## config.mk

```make
export PLATFORM = sky130hd
export DESIGN_NAME = scs8hd_a311oi_exerciser
export DESIGN_NICKNAME = d
export VERILOG_FILES = /design/src/rtl/scs8hd_exerciser_pkg.sv /design/src/rtl/scs8hd_a311oi_golden.sv /design/src/rtl/scs8hd_a311oi_exerciser.sv
export SDC_FILE = /design/constraint.sdc
export NUM_CORES = 1
export LEC_CHECK = 0
export CORE_ASPECT_RATIO = 0.9
export CORE_MARGIN = 2
export CORE_UTILIZATION = 53
export DETAILED_ROUTE_END_ITERATION = 10
export PLACE_DENSITY = 0.87
export RECOVER_POWER = 100
export SYNTH_ARGS = -nofsm -noshare
export SYNTH_HDL_FRONTEND = slang
export SYNTH_SLANG_ARGS = --single-unit
```

## constraint.sdc

```tcl
create_clock -name CLK -period 2.1 [get_ports CLK]
set_clock_uncertainty 0.1 [all_clocks]
set_input_delay 0.42 -clock CLK [delete_from_list [all_inputs] [get_ports CLK]]
set_output_delay 0.42 -clock CLK [all_outputs]
set_load 0.05 [all_outputs]
```

## src/rtl/scs8hd_exerciser_pkg.sv

```systemverilog
// Shared types and vector mapping for the a3xxoi cell exercisers.
// Vector bit order on the cell pins is {C1,B1,A3,A2,A1}.
package scs8hd_exerciser_pkg;

  typedef enum logic [1:0] {
    S_IDLE,
    S_SETTLE,
    S_SAMPLE,
    S_DONE
  } state_e;

  localparam int NUM_VECTORS = 32;
  localparam int VEC_W       = 5;

  localparam int VEC_A1 = 0;
  localparam int VEC_A2 = 1;
  localparam int VEC_A3 = 2;
  localparam int VEC_B1 = 3;
  localparam int VEC_C1 = 4;

  localparam logic [VEC_W-1:0] LAST_VEC =
    VEC_W'(NUM_VECTORS - 1);

endpackage

```

## src/rtl/scs8hd_a311oi_golden.sv

```systemverilog
// Expected output of an a311oi cell for one input vector:
// Y = !((A1 & A2 & A3) | B1 | C1).
module scs8hd_a311oi_golden
  import scs8hd_exerciser_pkg::*;
(
  input  logic [VEC_W-1:0] i_vec,
  output logic             o_exp
);

  logic w_and3;

  assign w_and3 = i_vec[VEC_A3]
                & i_vec[VEC_A2]
                & i_vec[VEC_A1];

  assign o_exp = !(w_and3
                 | i_vec[VEC_B1]
                 | i_vec[VEC_C1]);

endmodule

```

## src/rtl/scs8hd_a311oi_exerciser.sv

```systemverilog
// Walks all 32 a311oi input vectors, holds each to let the cell
// settle, samples Y_IN and records error count and first failure.
module scs8hd_a311oi_exerciser
  import scs8hd_exerciser_pkg::*;
#(
  parameter int SETTLE_CYCLES = 2,
  parameter int ERR_W         = 6
) (
  input  logic             CLK,
  input  logic             RESET,
  input  logic             START,
  output logic             A1,
  output logic             A2,
  output logic             A3,
  output logic             B1,
  output logic             C1,
  input  logic             Y_IN,
  output logic             BUSY,
  output logic             DONE,
  output logic             PASS,
  output logic [ERR_W-1:0] ERR_COUNT,
  output logic             FAIL_VALID,
  output logic [VEC_W-1:0] FAIL_VEC
);

  localparam logic [3:0] CNT_LAST = 4'(SETTLE_CYCLES - 1);

  state_e           r_state;
  logic [VEC_W-1:0] r_vec;
  logic [3:0]       r_cnt;
  logic [VEC_W-1:0] r_stim;
  logic             r_busy;
  logic             r_done;
  logic             r_pass;
  logic [ERR_W-1:0] r_err;
  logic             r_fvalid;
  logic [VEC_W-1:0] r_fvec;

  logic             w_exp;
  logic             w_mis;
  logic [ERR_W-1:0] w_err_nx;

  scs8hd_a311oi_golden u_golden (
    .i_vec (r_vec),
    .o_exp (w_exp)
  );

  // Case inequality so an X/Z from the cell counts as a failure.
  assign w_mis = (Y_IN !== w_exp);

  assign w_err_nx = (w_mis && !(&r_err))
                  ? r_err + ERR_W'(1)
                  : r_err;

  always_ff @(posedge CLK) begin
    if (RESET) begin
      r_state  <= S_IDLE;
      r_vec    <= '0;
      r_cnt    <= '0;
      r_stim   <= '0;
      r_busy   <= 1'b0;
      r_done   <= 1'b0;
      r_pass   <= 1'b0;
      r_err    <= '0;
      r_fvalid <= 1'b0;
      r_fvec   <= '0;
    end else begin
      unique case (r_state)
        S_IDLE, S_DONE: begin
          if (START) begin
            r_state  <= S_SETTLE;
            r_vec    <= '0;
            r_cnt    <= '0;
            r_stim   <= '0;
            r_busy   <= 1'b1;
            r_done   <= 1'b0;
            r_pass   <= 1'b0;
            r_err    <= '0;
            r_fvalid <= 1'b0;
            r_fvec   <= '0;
          end
        end
        S_SETTLE: begin
          r_cnt <= r_cnt + 4'd1;
          if (r_cnt == CNT_LAST)
            r_state <= S_SAMPLE;
        end
        S_SAMPLE: begin
          r_err <= w_err_nx;
          if (w_mis && !r_fvalid) begin
            r_fvec   <= r_vec;
            r_fvalid <= 1'b1;
          end
          if (r_vec == LAST_VEC) begin
            r_state <= S_DONE;
            r_stim  <= '0;
            r_busy  <= 1'b0;
            r_done  <= 1'b1;
            r_pass  <= (w_err_nx == '0);
          end else begin
            r_state <= S_SETTLE;
            r_vec   <= r_vec + VEC_W'(1);
            r_stim  <= r_vec + VEC_W'(1);
            r_cnt   <= '0;
          end
        end
        default: r_state <= S_IDLE;
      endcase
    end
  end

  assign A1         = r_stim[VEC_A1];
  assign A2         = r_stim[VEC_A2];
  assign A3         = r_stim[VEC_A3];
  assign B1         = r_stim[VEC_B1];
  assign C1         = r_stim[VEC_C1];
  assign BUSY       = r_busy;
  assign DONE       = r_done;
  assign PASS       = r_pass;
  assign ERR_COUNT  = r_err;
  assign FAIL_VALID = r_fvalid;
  assign FAIL_VEC   = r_fvec;

endmodule

```

==> flow_metrics.tcl, run 1 <==
# yosys + openroad results
set metrics [dict create \
    run_status "complete, no violations" \
    arrival_ns 1.51 \
    m1WireLength_um 1680 \
    slew_headroom_pct 60.1 \
    period_used_pct 96.6 \
    design_area_um2 2000 \
    setup_viol_count_final 0 \
    ant_nets 0 \
    yosysWarnings 0 \
    crit_start "BUSY" \
    min_from "r_stim[1]" \
    ys_ff 31 \
    cts_tree "done" \
    grt_setup_unrepaired "false" \
    grt.met3_usage_pct 8.82 \
    cts_buffers 5 \
    core_area_um2 3000 \
    nFillCells 270 \
    grt_pass1_vias 1318 \
    ys_cells 190 \
    fp_util_pct 54.2 \
    use_met1_pct 27.7 \
    drt_iter0_drc 120 \
    portBuffers 23 \
    wl_met2_um 1630 \
    hold_path.class "reg -> reg" \
    netlist.area_leader.share_pct 38.2 \
    root_buffer "clkbuf_4" \
    top_cells_by_count "31 x dfxtp_1, 25 x a21oi_1, 17 x nand2_1, 14 x nor2_1, 9 x ha_1" \
    antenna_found_initial 0 \
    cpLargestDelayFamily "buffers and inverters" \
    hold_depth 2 \
    busiest_layer "met2" \
    grt_max_degree 13 \
    async_flop_share_pct 0 \
    cp_num_buf_inv 1 \
    endpoint_kind "output port" \
    max_stage_delay_ns 0.81 \
    diodes 0 \
    ys_sh_xor_pct 3.24 \
    largest_reg_flops 6 \
    syn_avg_cell_area_um2 8.54 \
    clock_latency_ns 0.35 \
    synth_cells 190 \
    cts-htree-levels 2 \
    hold-path-endpoint "r_stim[1]" \
    die_w_um 62.3 \
    path_depth 1 \
    grt_pass1_wl_um 6050 \
    drt-vias-per-instance 5.59 \
    startpoint_type "flop" \
    synth.most_common_cell "dfxtp_1" \
    ys_seq_share_pct 38.2 \
    cts.sinks 31 \
    cts_resized 4 \
    num_rows 19 \
    adder_share_pct 6.94 \
    clock_path_buffers 2 \
    layout_min_cycle_time_ns 2.03 \
    drc_errors 0 \
    syn-num-nets 203 \
    cts_hold_buf 0 \
    grt_util_met2_pct 34.2 \
    compound_area_share_pct 23.0 \
    crit_path_max_fanout 3 \
    placed_area_um2 1950 \
    path_clk_slew_ns 0.10 \
    ys_sh_mux_pct 0 \
    yosysTopAreaCell "dfxtp_1" \
    worstMarginPinSlew_ns 0.601 \
    slew_viol_final 0 \
    ios 24 \
    ys_area_um2 1620 \
    final_layout_size_suffix_gt1_share_pct 14.2 \
    required_ns 1.58 \
    synth.distinct_cells 47 \
    tool_warnings 29 \
    ys_sh_simple_pct 23.7 \
    tns_ns 0 \
    crit_end "BUSY" \
]
==> run 1: layout by cell type, fill, tap and decap left out, drive strengths merged, types with 2 or more instances in the layout <==
cell           count
inv                8
nor3               6
nand3              9
ha                 9
nand2b             3
buf               10
o31ai              2
clkbuf            14
nand2             18
a22o               5
a21oi             26
xor2               2
nor4               2
nor2b              3
and2               3
clkdlybuf4s50     14
a211oi             2
dfxtp             31
o21ai             10
or3                3
and3               4
nor2              14
a31oi              3
nand3b             4
dlygate4sd2        4
==> run 1: worst reg2reg max path, stage by stage (launching register included) <==
cell and delay [ns]:
dfxtp_1 0.36, ha_1 0.21, and3_1 0.19, ha_2 0.22, nand2_1 0.13, nand3_1 0.15, or3b_1 0.40, a21oi_1 0.15
==> run 1: stage by stage <==
| step | utilization (%) | power, µW | setup WS, ns | instances | hold slack, ns |
|---|---|---|---|---|---|
| after floorplan | - | 944 | 0.170 | 190 | 0.358 |
| after global placement | 65.0 | 1040 | 0.0642 | 259 | 0.342 |
| after detailed placement | 65.0 | 1050 | -0.0178 | 259 | 0.345 |
| after CTS | 67.7 | 1550 | 0.0325 | 267 | 0.369 |
| after global routing | 66.6 | 1620 | 0.00155 | 267 | 0.387 |
| final | 66.6 | 1540 | 0.0705 | 267 | 0.364 |
==> run 1: layout make-up <==
type | count | area (µm²) | share of cell area [%]
sequential | 31 | 621 | 31.1
clock buffer | 6 | 51.3 | 2.57
tap | 42 | 52.6 | 2.63
timing repair buffer | 36 | 283 | 14.2
clock inverter | 2 | 35.0 | 1.76
multi-input combinational | 142 | 923 | 46.3
inverter | 8 | 30.0 | 1.50
==> run 1: power breakdown <==
group | internal [µW] | switching [µW]
clock | 281 | 222
combinational | 146 | 255
sequential | 611 | 22.2
total | 1040 | 499
==> run_1/wire_density.png <==
Scale: 4 px per µm. The die is cut into 12 by 11 equal tiles; dark purple is low, yellow is high, scaled to the fullest tile. Values are wire area over tile area, all layers added.
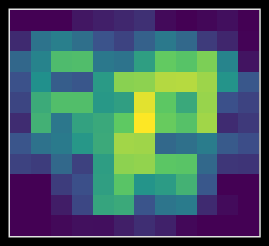
- densest ninth of the die: centre
- tiles over half the peak: 35%
- emptiest ninth of the die: lower left
total global-route track usage: 22.1%
final WL: 3610 µm
via count: 1493
wire per inst: 13.5 µm

==> run_1/zoom.png <==
Window x 16 to 46, y 13 to 43 µm. Cells in grey, sequential cells in the stronger grey; small squares are vias.
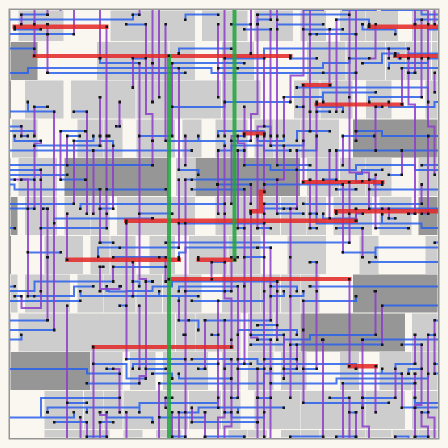
- blue: met1
- green: met4
- red: met3
- purple: met2
- sequential cells in the window: 6
- netlist names of flops here include: `ERR_COUNT` (2), `r_vec` (2)
- most frequent: a21oi_1 (10), nand2_1 (9), buf_4 (9)
- cells with their middle in the window: 96

==> run_1/metal_stack.png <==
Scale: 6 px per µm. Only two layers are drawn.
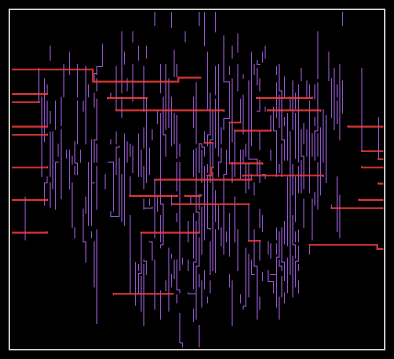
- purple: met2 (wire length 1630 µm)
- red: met3 (wire length 245 µm)

==> run 1 -> run 2 <==
--- a/config.mk
+++ b/config.mk
@@ -9,7 +9,7 @@
 export CORE_MARGIN = 2
 export CORE_UTILIZATION = 53
 export DETAILED_ROUTE_END_ITERATION = 10
-export PLACE_DENSITY = 0.87
+export PLACE_DENSITY = 0.83
 export RECOVER_POWER = 100
 export SYNTH_ARGS = -nofsm -noshare
 export SYNTH_HDL_FRONTEND = slang
==> constraint.sdc (replaced) <==
create_clock -name CLK -period 2.3 [get_ports CLK]
set_clock_uncertainty 0.1 [all_clocks]
set_input_delay 0.46 -clock CLK [delete_from_list [all_inputs] [get_ports CLK]]
set_output_delay 0.46 -clock CLK [all_outputs]
set_load 0.05 [all_outputs]
==> run 2 against run 1 <==
Compared with the run above: total power decreased by 19%; non-clock buffer count decreased by 8; routed wire length down 2.8%; via count is 0.94% higher; critical endpoint is now ERR_COUNT[0]; highest routed layer unchanged.
==> flow_metrics.tcl, run 2 <==
# yosys + openroad results
set metrics [dict create \
    diodes 0 \
    num_vias 1507 \
    tns_ns 0 \
    slew_headroom_pct 60.3 \
    hold_path.class "reg -> reg" \
    cts_resized 0 \
    final_layout_size_suffix_gt1_share_pct 8.76 \
    ys_area_um2 1620 \
    netlist.area_leader.share_pct 38.2 \
    layout_min_cycle_time_ns 2.21 \
    endpoint_kind "output port" \
    antenna_found_initial 0 \
    ant_nets 0 \
    crit_path_max_fanout 7 \
    run_status "complete, no violations" \
    cpLargestDelayFamily "buffers and inverters" \
    final_common_cell "dfxtp_1" \
    portBuffers 23 \
    grt_setup_unrepaired "false" \
    pwr-share-clk_pct 25.5 \
    async_flop_share_pct 0 \
    drc_errors 0 \
    top_cells_by_count "31 x dfxtp_1, 25 x a21oi_1, 17 x nand2_1, 14 x nor2_1, 9 x ha_1" \
    root_buffer "clkbuf_4" \
    synth.most_common_cell "dfxtp_1" \
    die_w_um 62.3 \
    clock_latency_ns 0.35 \
    startpoint_type "flop" \
    synth_cells 190 \
    slew_viol_final 0 \
    dpl_worst_slack_ns 0.129 \
    largest_reg_flops 6 \
    arrival_ns 1.65 \
    cts-htree-levels 2 \
    grt_pass1_wl_um 6110 \
    grt_pass1_vias 1374 \
    seq_power_share_pct 46.8 \
    drt_iter0_drc 106 \
]
## run 2: cell type report
| class | instances | area (µm²) |
|---|---|---|
| Clock inverter | 2 | 12.5 |
| Clock buffer | 6 | 41.3 |
| Fill cell | 275 | 1070 |
| Multi-Input combinational cell | 142 | 916 |
| Timing Repair Buffer | 28 | 248 |
| Sequential cell | 31 | 621 |
| Inverter | 8 | 30.0 |
| Tap cell | 42 | 52.6 |
## run 2: metrics by stage
stage	cell area [µm²]	hold WS [ns]
2_1_floorplan	1620	0.358
3_3_place_gp	1890	0.343
3_5_place_dp	1890	0.356
4_1_cts	1950	0.374
5_1_grt	1920	0.393
6_report	1920	0.367
## run 2: final timing paths
| kind | slack [ns] | startpoint | cells after the start | to |
|---|---|---|---|---|
| worst max-delay path | 0.09 | ERR_COUNT[0] | 1 | ERR_COUNT[0] |
| worst min-delay path | 0.37 | r_stim[0] | 2 | r_stim[0] |
| worst max register to register | 0.17 | r_state[0] | 7 | FAIL_VEC[1] |
| worst min register to register | 0.37 | r_stim[0] | 2 | r_stim[0] |
## run 2: cell families (layout without fill, tap and decap cells)
| group | after synthesis | in the layout | synth area share [%] |
|---|---|---|---|
| AND/OR/NAND/NOR | 72 | 72 | 23.7 |
| AND-OR/OR-AND | 58 | 58 | 23.0 |
| flip-flops | 31 | 31 | 38.2 |
| buffers and inverters | 17 | 44 | 4.93 |
| adder cells (fa/ha/maj) | 9 | 9 | 6.94 |
| XOR/XNOR | 3 | 3 | 3.24 |
## run 2: metal layers
layer / track usage (%) / wire length (µm) / part of all wire, % / vias to the layer above
met5: 0 / 0 / 0 / -
met4: 11.4 / 91 / 2.6 / 0
met3: 9.02 / 215 / 6.1 / 11
met2: 35.2 / 1600 / 46 / 48
met1: 26.4 / 1600 / 46 / 712
li1: - / - / - / 736
==> run_2/gate_families.png <==
Scale: 6 px per µm.
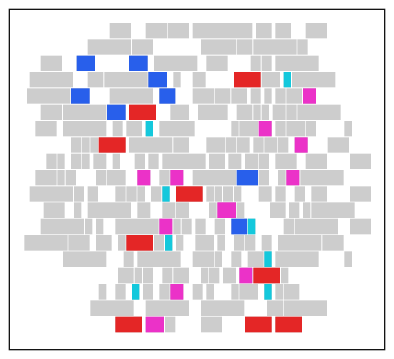
- red: adder and majority cells (cells 9)
- blue: AND-OR and OR-AND gates (cells 8)
- cyan: inverters (cells 8)
- magenta: AND and OR gates (cells 11)

==> run_2/final_placement.png <==
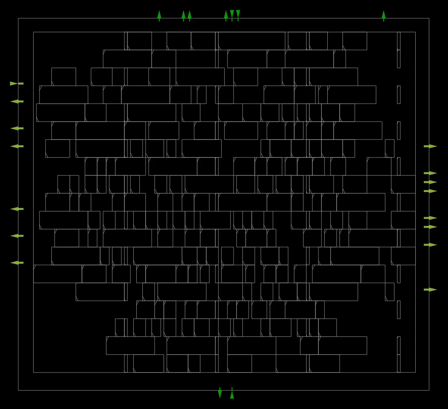
core area: 3000 µm²
fin util: 64.1%
flop share of the area: 32.3%
row cnt: 19
Finished Layout Cells: 259

==> run_2/wire_density.png <==
Scale: 4 px per µm. The die is cut into 12 by 11 equal tiles; dark purple is low, yellow is high, scaled to the fullest tile. Values are wire area over tile area, all layers added.
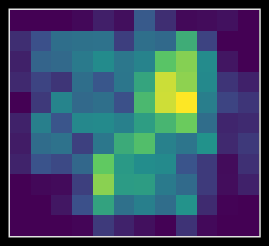

==> run 2 -> run 3 <==
--- a/config.mk
+++ b/config.mk
@@ -11,6 +11,7 @@
 export DETAILED_ROUTE_END_ITERATION = 10
 export PLACE_DENSITY = 0.83
 export RECOVER_POWER = 100
+export REMOVE_ABC_BUFFERS = 1
 export SYNTH_ARGS = -nofsm -noshare
 export SYNTH_HDL_FRONTEND = slang
 export SYNTH_SLANG_ARGS = --single-unit
==> run_3/wire_density.png <==
Scale: 4 px per µm. The die is cut into 12 by 11 equal tiles; dark purple is low, yellow is high, scaled to the fullest tile. Values are wire area over tile area, all layers added.
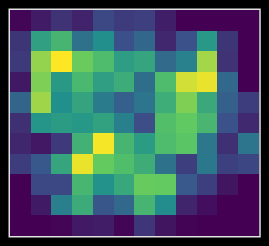
- tiles over half the peak: 36%
- emptiest ninth of the die: lower right
- densest ninth of the die: centre
- fullest tile: 0.47

==> run_3/zoom.png <==
Window x 16 to 46, y 13 to 43 µm. Cells in grey, sequential cells in the stronger grey; small squares are vias.
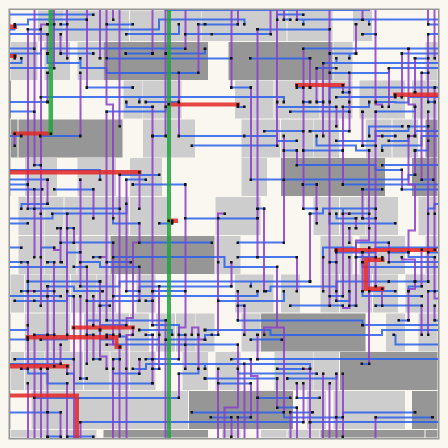
- red: met3
- green: met4
- blue: met1
- purple: met2
- netlist names of flops here include: `ERR_COUNT` (3), `r_stim` (2)
- sequential cells in the window: 8
- cells with their middle in the window: 82
- most frequent: a21oi_1 (12), dfxtp_1 (8), nand2_1 (8)

==> run 3 against run 2 <==
Compared with the run above: critical path depth did not move; design area rose by 3.1%; count of clock-buffer cells in the layout did not move; highest routed layer unchanged; sequential cell count did not move.
==> flow_metrics.tcl, run 3 <==
# yosys + openroad results
set metrics [dict create \
    slew_viol_final 0 \
    cts_hold_buf 0 \
    netlist.area_leader.share_pct 38.2 \
    slew_headroom_pct 64.6 \
    nFillCells 259 \
    ys_area_um2 1620 \
    grt_setup_unrepaired "false" \
    grt.met3_usage_pct 6.01 \
    yosysTopAreaCell "dfxtp_1" \
    root_buffer "clkbuf_4" \
    required_ns 1.74 \
    dpl_worst_slack_ns 0.107 \
    portBuffers 23 \
    max_stage_delay_ns 0.90 \
    cts_resized 0 \
    use_met1_pct 28.8 \
    num_vias 1492 \
    endpoint_kind "output port" \
    power_uw 1380 \
    run_status "complete, no violations" \
    busiest_layer "met2" \
    cts_tree "done" \
    drt_iter0_drc 68 \
    layout_min_cycle_time_ns 2.22 \
    clock_path_buffers 2 \
    wirelength_um 3740 \
    startpoint_type "flop" \
    cp_num_buf_inv 1 \
    cts_buffers 5 \
    drt-vias-per-instance 5.74 \
    tns_ns 0 \
    core_area_um2 3000 \
    period_used_pct 96.7 \
    design_area_um2 1980 \
    diodes 0 \
    crit_path_max_fanout 5 \
    grt_pass1_vias 1479 \
    setup_viol_count_final 0 \
    final_core_util_pct 66.1 \
    finalNetCount 230 \
    ys_seq_share_pct 38.2 \
    synth.distinct_cells 47 \
    path_clk_slew_ns 0.10 \
    final_layout_size_suffix_gt1_share_pct 10.6 \
    ys_ff 31 \
    top_cells_by_count "31 x dfxtp_1, 25 x a21oi_1, 17 x nand2_1, 14 x nor2_1, 9 x ha_1" \
    arrival_ns 1.66 \
    ys_cells 190 \
    die_w_um 62.3 \
    final_cell_mix "31 x dfxtp_1, 25 x a21oi_1, 18 x dlygate4sd3_1" \
    final_common_cell "dfxtp_1" \
    grt_usage_pct 23.5 \
    setup_slack_ns 0.0770 \
    fin_cells 260 \
    grt_pass1_wl_um 6590 \
    largest_reg_flops 6 \
    num_rows 19 \
    antenna_found_initial 0 \
    worstMarginPinSlew_ns 0.529 \
    yosysWarnings 0 \
    drc_errors 0 \
    ant_nets 0 \
    ios 24 \
    synth.most_common_cell "dfxtp_1" \
    timing.hold.ws_ns 0.373 \
    cts-htree-levels 2 \
    syn_avg_cell_area_um2 8.54 \
]
==> run 3: cell count changes in the layout (fill, tap and decap cells not counted), sizes merged <==
cell         before  now
clkinvlp          1    0
dlygate4sd3      16   18
clkbuf           10    6
bufinv            0    1
buf               3    6
==> run 3: final timing paths <==
check / start / cells after the start / slack, ns / to
worst max register to register: r_vec[0] / 7 / 0.19 / r_cnt[2]
worst min register to register: r_stim[2] / 2 / 0.37 / r_stim[2]
worst min-delay path: r_stim[2] / 2 / 0.37 / r_stim[2]
worst max-delay path: ERR_COUNT[1] / 1 / 0.08 / ERR_COUNT[1]
==> run 3: cells by family (layout without fill, tap and decap cells) <==
logic type | Yosys count | after routing | synth area share, %
AND-OR/OR-AND | 58 | 58 | 23.0
XOR/XNOR | 3 | 3 | 3.24
adder cells (fa/ha/maj) | 9 | 9 | 6.94
buffers and inverters | 17 | 45 | 4.93
flip-flops | 31 | 31 | 38.2
AND/OR/NAND/NOR | 72 | 72 | 23.7
==> run 3: per-layer routing <==
metal	routed length, µm	vias to the layer above
met5	0	-
met4	97	0
met3	181	12
met2	1780	47
met1	1680	699
li1	-	734
==> run 3: power by group <==
group	switching [µW]	internal (µW)	total, µW
registers	21.7	558	579
logic	234	122	356
clock network	186	257	443
total	442	936	1380
==> run 3: area by class of cell <==
type	count	area (µm²)	share of cell area, %
Clock buffer	6	51.3	2.59
Clock inverter	2	35.0	1.77
Inverter	8	30.0	1.52
Multi-Input combinational cell	142	915	46.2
Sequential cell	31	621	31.4
Tap cell	42	52.6	2.65
Timing Repair Buffer	29	275	13.9
Power figures rest on the tool's default switching activity, not on a simulated workload.
